Figure 1. Clock routing (run 1).
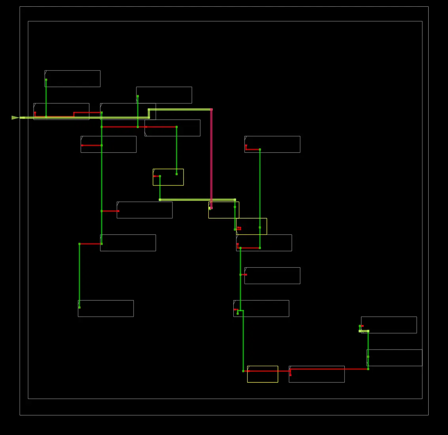
Figure 2. Supply network (run 1).
Pins as bars on the die edge.
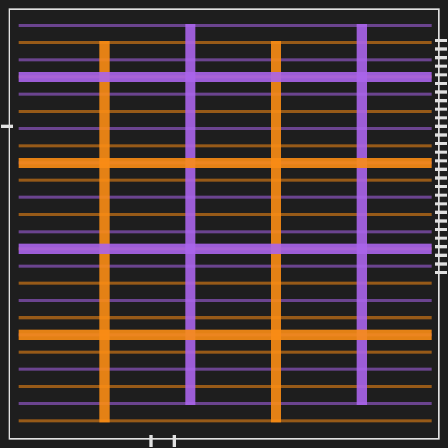
Figure 3. Gate families picked out (run 1).
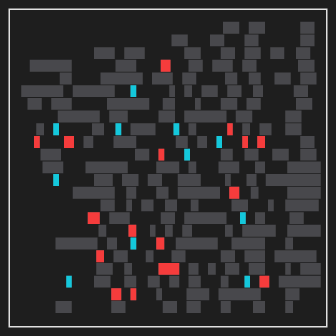
Figure 4. Metal 1 (run 1).
Supply wires on this layer in gray.
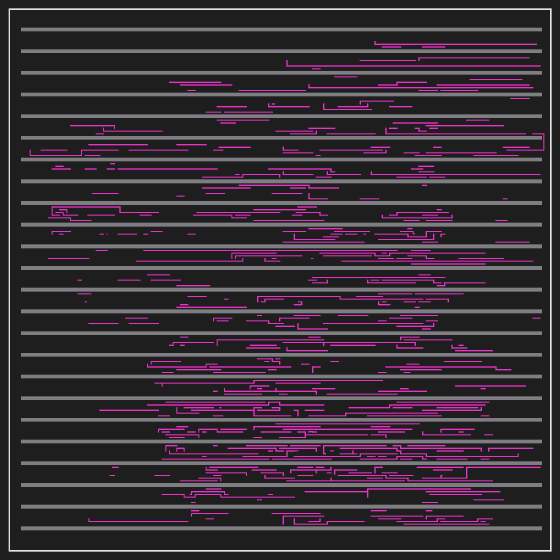
--- src/rtl/pipe_hazard_ctrl.sv ---
// Hazard/sequencing controller for the 5-stage pipeline: boot clear, load-use bubbles,
// branch flushes and data-memory freeze. Optional perf counters under HAZ_PERF_CNT_EN.
module pipe_hazard_ctrl #(
    parameter int unsigned BOOT_CYCLES = 2,
    parameter int unsigned TIMEOUT     = 64
) (
    input  logic        clk_i,
    input  logic        rst_i,
    input  logic [4:0]  id_rR1_i,
    input  logic [4:0]  id_rR2_i,
    input  logic        id_use_rs1_i,
    input  logic        id_use_rs2_i,
    input  logic [4:0]  ex_wr_i,
    input  logic        ex_is_load_i,
    input  logic        branch_taken_i,
    input  logic        mem_req_i,
    input  logic        mem_ready_i,
    output logic        pc_stall_o,
    output logic        if_id_suspend_o,
    output logic        if_id_flush_o,
    output logic        id_exe_suspend_o,
    output logic        id_exe_flush_o,
    output logic        exe_mem_suspend_o,
    output logic        mem_wb_flush_o,
`ifdef HAZ_PERF_CNT_EN
    output logic [31:0] stall_cnt_o,
    output logic [31:0] flush_cnt_o,
`endif
    output logic        err_o
);

    localparam int unsigned BOOT_W = 4;
    localparam int unsigned WAIT_W = 8;
    localparam logic [BOOT_W-1:0] BOOT_LAST = BOOT_W'(BOOT_CYCLES - 1);
    localparam logic [WAIT_W-1:0] TO_LAST   = WAIT_W'(TIMEOUT - 1);
    localparam logic [WAIT_W-1:0] WAIT_MAX  = '1;

    typedef enum logic [1:0] {BOOT, RUN, MEM_WAIT} state_e;

    state_e              state_q, state_d;
    logic [BOOT_W-1:0]   boot_cnt_q, boot_cnt_d;
    logic [WAIT_W-1:0]   wait_cnt_q, wait_cnt_d;
    logic                pend_q, pend_d;
    logic                err_q, err_d;
    logic                load_use;
    logic                freeze;
    logic                resolve;

    assign load_use = ex_is_load_i && (ex_wr_i != 5'd0) &&
                      ((id_use_rs1_i && (id_rR1_i == ex_wr_i)) ||
                       (id_use_rs2_i && (id_rR2_i == ex_wr_i)));
    assign freeze   = mem_req_i && !mem_ready_i;
    assign err_o    = err_q;

    // Next-state and combinational pipeline-control outputs
    always_comb begin
        state_d           = state_q;
        boot_cnt_d        = boot_cnt_q;
        wait_cnt_d        = wait_cnt_q;
        pend_d            = pend_q;
        err_d             = err_q;
        resolve           = 1'b0;
        pc_stall_o        = 1'b0;
        if_id_suspend_o   = 1'b0;
        if_id_flush_o     = 1'b0;
        id_exe_suspend_o  = 1'b0;
        id_exe_flush_o    = 1'b0;
        exe_mem_suspend_o = 1'b0;
        mem_wb_flush_o    = 1'b0;

        case (state_q)
            BOOT: begin
                pc_stall_o     = 1'b1;
                if_id_flush_o  = 1'b1;
                id_exe_flush_o = 1'b1;
                mem_wb_flush_o = 1'b1;
                if (boot_cnt_q >= BOOT_LAST) begin
                    state_d = RUN;
                end else begin
                    boot_cnt_d = boot_cnt_q + BOOT_W'(1);
                end
            end
            RUN: begin
                if (freeze) begin
                    state_d    = MEM_WAIT;
                    wait_cnt_d = '0;
                    if (branch_taken_i) pend_d = 1'b1;
                end else begin
                    resolve = 1'b1;
                end
            end
            MEM_WAIT: begin
                if (!mem_ready_i) begin
                    if (wait_cnt_q != WAIT_MAX) wait_cnt_d = wait_cnt_q + WAIT_W'(1);
                    if (wait_cnt_d >= TO_LAST) err_d = 1'b1;
                    if (branch_taken_i) pend_d = 1'b1;
                end else begin
                    state_d = RUN;
                    resolve = 1'b1;
                end
            end
            default: state_d = BOOT;
        endcase

        // Everything outside BOOT that is not resolving is frozen on the memory access
        if ((state_q != BOOT) && !resolve) begin
            pc_stall_o        = 1'b1;
            if_id_suspend_o   = 1'b1;
            id_exe_suspend_o  = 1'b1;
            exe_mem_suspend_o = 1'b1;
            mem_wb_flush_o    = 1'b1;
        end

        // Branch squashes the ID instruction, so it outranks load-use
        if (resolve) begin
            if (branch_taken_i || pend_q) begin
                if_id_flush_o  = 1'b1;
                id_exe_flush_o = 1'b1;
                pend_d         = 1'b0;
            end else if (load_use) begin
                pc_stall_o      = 1'b1;
                if_id_suspend_o = 1'b1;
                id_exe_flush_o  = 1'b1;
            end
        end
    end

    always_ff @(posedge clk_i or posedge rst_i) begin
        if (rst_i) begin
            state_q    <= BOOT;
            boot_cnt_q <= '0;
            wait_cnt_q <= '0;
            pend_q     <= 1'b0;
            err_q      <= 1'b0;
        end else begin
            state_q    <= state_d;
            boot_cnt_q <= boot_cnt_d;
            wait_cnt_q <= wait_cnt_d;
            pend_q     <= pend_d;
            err_q      <= err_d;
        end
    end

`ifdef HAZ_PERF_CNT_EN
    logic [31:0] stall_cnt_q, flush_cnt_q;

    assign stall_cnt_o = stall_cnt_q;
    assign flush_cnt_o = flush_cnt_q;

    // BOOT cycles drive stall/flush but are not hazards, so they are excluded
    always_ff @(posedge clk_i or posedge rst_i) begin
        if (rst_i) begin
            stall_cnt_q <= '0;
            flush_cnt_q <= '0;
        end else if (state_q != BOOT) begin
            if (pc_stall_o)     stall_cnt_q <= stall_cnt_q + 32'd1;
            if (id_exe_flush_o) flush_cnt_q <= flush_cnt_q + 32'd1;
        end
    end
`endif

endmodule

--- config.mk ---
export PLATFORM = sky130hd
export DESIGN_NAME = pipe_hazard_ctrl
export DESIGN_NICKNAME = d
export VERILOG_FILES = /design/src/rtl/pipe_hazard_ctrl.sv
export SDC_FILE = /design/constraint.sdc
export NUM_CORES = 1
export LEC_CHECK = 0
export CAP_MARGIN = 20
export CELL_PAD_IN_SITES_DETAIL_PLACEMENT = 2
export CELL_PAD_IN_SITES_GLOBAL_PLACEMENT = 2
export CORE_UTILIZATION = 29
export CTS_CLUSTER_SIZE = 12
export DETAILED_ROUTE_END_ITERATION = 6
export PLACE_DENSITY = 0.88
export SLEW_MARGIN = 0
export SYNTH_ARGS = -nofsm -noshare
export SYNTH_HDL_FRONTEND = slang
export SYNTH_SLANG_ARGS = --single-unit
--- constraint.sdc ---
create_clock -name clk_i -period 2.5 [get_ports clk_i]
set_input_delay 0.375 -clock clk_i [delete_from_list [all_inputs] [get_ports clk_i]]
set_output_delay 0.375 -clock clk_i [all_outputs]
set_load 0.05 [all_outputs]
==> impl_report.txt <==
==== FLOW RESULTS ====
----------------------------------------------------
[Finish]
  Layout cell share with drive strength beyond 1 ........................ 14.53%
  Filler cell count ........................ 440
  Filler-free cell count of the finished design ........................ 222

[Critical path]
  Largest stage delay, worst path ........................ 0.47 ns
  Startpoint-to-endpoint class of the critical path ........................ in -> out
  Slowest-stage cell, CP ........................ sky130_fd_sc_hd__clkdlybuf4s50_1
  Worst R2R Path Depth ........................ 6

[Logic synthesis]
  Number of warning messages in the yosys log ........................ 0
  Synthesized netlist net count ........................ 172

[Die]
  Overall die height ........................ 67.72 um
  Total die area ........................ 4585 sq um
  FP Util ........................ 30.65%
  Die Wd ........................ 67.72 um

[Clock network]
  Latest clock arrival within the worst-skew pair ........................ 0.25 ns

[Final timing]
  Achievable frequency ........................ 404.5 MHz
  Count of endpoints failing setup in the final report ........................ 0
  Final hold viol count ........................ 0
  Period Utilization, post-route ........................ 98.90%

[Global routing]
  Gr usage total ........................ 21.83%
  Largest net degree at the start of global routing ........................ 17

[Outcome]
  Run status ........................ finished, final reports clean

[Pwr]
  Total power divided by cell area ........................ 1092 nW/um^2
  Post-route total power ........................ 1934 uW
  Leakage power ........................ 0.0008074 uW
  IR Drop Worst-Case VDD ........................ 0.4598 mV

[Min path]
  Type of the tightest min-delay check ........................ reg -> reg

[Drt]
  Final antenna-violating net count ........................ 0

[Run]
  OpenROAD warning count ........................ 33

----------------------------------------------------
Back to the opening pictures, Figure 1:
Layout clock buffers: 4
number of buffers inserted during clock tree synthesis: 3
clock network power consumption: 230 uW

Back to the opening pictures, Figure 2:
legend:
  purple:
    net: VDD
  orange:
    net: VSS
met5 straps: 4
met1 rails: 24
signal pins: 31
met4 straps: 4
rows: 23

Back to the opening pictures, Figure 3:
legend:
  cyan:
    family: inverters
    cells: 11
  red:
    family: NAND gates
    cells: 16

Back to the opening pictures, Figure 4:
main direction: horizontal
share of all routed wire: 40%

-- run 1: metrics by stage --
step	cell area, sq um	util, %
finish	1772	43.36
global route	1772	43.36
CTS	1750	42.84
detailed placement	1687	41.27
global placement	1687	41.27
floorplan	1255	-
-- run 1: state kept, by name, summed over array words and instances, names as in the netlist --
signal,count
state_q,2
pend_q,1
err_o,1
wait_cnt_q,8
boot_cnt_q,4
-- run 1: worst min path at each step --
stage | to | slack [ns] | cells after the start
after CTS | boot_cnt_q[3] | 0.40 | 0
after floorplan | boot_cnt_q[0] | 0.29 | 1
after global placement | boot_cnt_q[3] | 0.37 | 0
after detailed placement | boot_cnt_q[3] | 0.38 | 0
after global routing | boot_cnt_q[3] | 0.41 | 0
final | boot_cnt_q[3] | 0.39 | 0
-- run 1: where the power goes --
group	switching, uW	total (uW)	leakage (uW)	internal, uW
Sequential	76.7	401	0.000212	324
Combinational	718	1300	0.000566	586
Clock	90.2	230	0.0000288	140
-- run 1: critical path: cells and delay by family --
family                    cells  cell delay (ns)
buffers and inverters         2             0.78
xor gates and xnor gates      1             0.22
AOI/OAI and AO/OA             2             0.44
and+or+nand+nor               1             0.28
-- run 1: layout by cell type (no fill, tap or decap), types with 3 or more instances in the layout --
master	count
sky130_fd_sc_hd__and2_1	3
sky130_fd_sc_hd__xnor2_1	3
sky130_fd_sc_hd__o21ai_0	8
sky130_fd_sc_hd__clkdlybuf4s50_1	18
sky130_fd_sc_hd__nand2_1	5
sky130_fd_sc_hd__buf_12	6
sky130_fd_sc_hd__a22o_1	3
sky130_fd_sc_hd__ha_1	8
sky130_fd_sc_hd__nor2_1	8
sky130_fd_sc_hd__nand3_1	4
sky130_fd_sc_hd__inv_1	11
sky130_fd_sc_hd__buf_4	4
sky130_fd_sc_hd__nand2b_1	4
sky130_fd_sc_hd__a31oi_1	4
sky130_fd_sc_hd__dlygate4sd2_1	3
sky130_fd_sc_hd__a211o_1	3
sky130_fd_sc_hd__dfrtp_1	16
sky130_fd_sc_hd__clkbuf_8	4
sky130_fd_sc_hd__a21oi_1	7
sky130_fd_sc_hd__xor2_1	8
-- run 1: layer usage --
metal	vias to the layer above	GRT usage (%)	part of all wire (%)
li1	579	-	-
met1	638	24.19	40
met2	60	40.72	50
met3	14	5.068	6.9
met4	0	6.117	2.4
met5	-	0	0
-- run 1: cells by family (layout without fill, tap and decap cells) --
family / count (synthesis) / count (layout) / share of synthesized area [%]
AND-OR/OR-AND: 44 / 44 / 24.58
XOR/XNOR: 11 / 11 / 7.693
adder cells (fa/ha/maj): 9 / 9 / 8.991
buffers and inverters: 17 / 49 / 5.794
flip-flops: 16 / 16 / 31.97
multiplexers: 4 / 4 / 3.397
AND/OR/NAND/NOR: 39 / 39 / 17.58
-- run 1: final cells by class --
type	instances	share of cell area, %
clock buffer	4	3.107
inverter	11	2.331
multi-input combinational	107	45.06
sequential	16	22.60
tap	50	3.531
timing repair buffer	34	23.38
-- run 1: repair_timing --
action | CTS | global route
setup endpoints to repair | 1 | 3
gates resized | 4 | 6
pin swaps | 4 | 2
Power figures rest on the tool's default switching activity, not on a simulated workload.
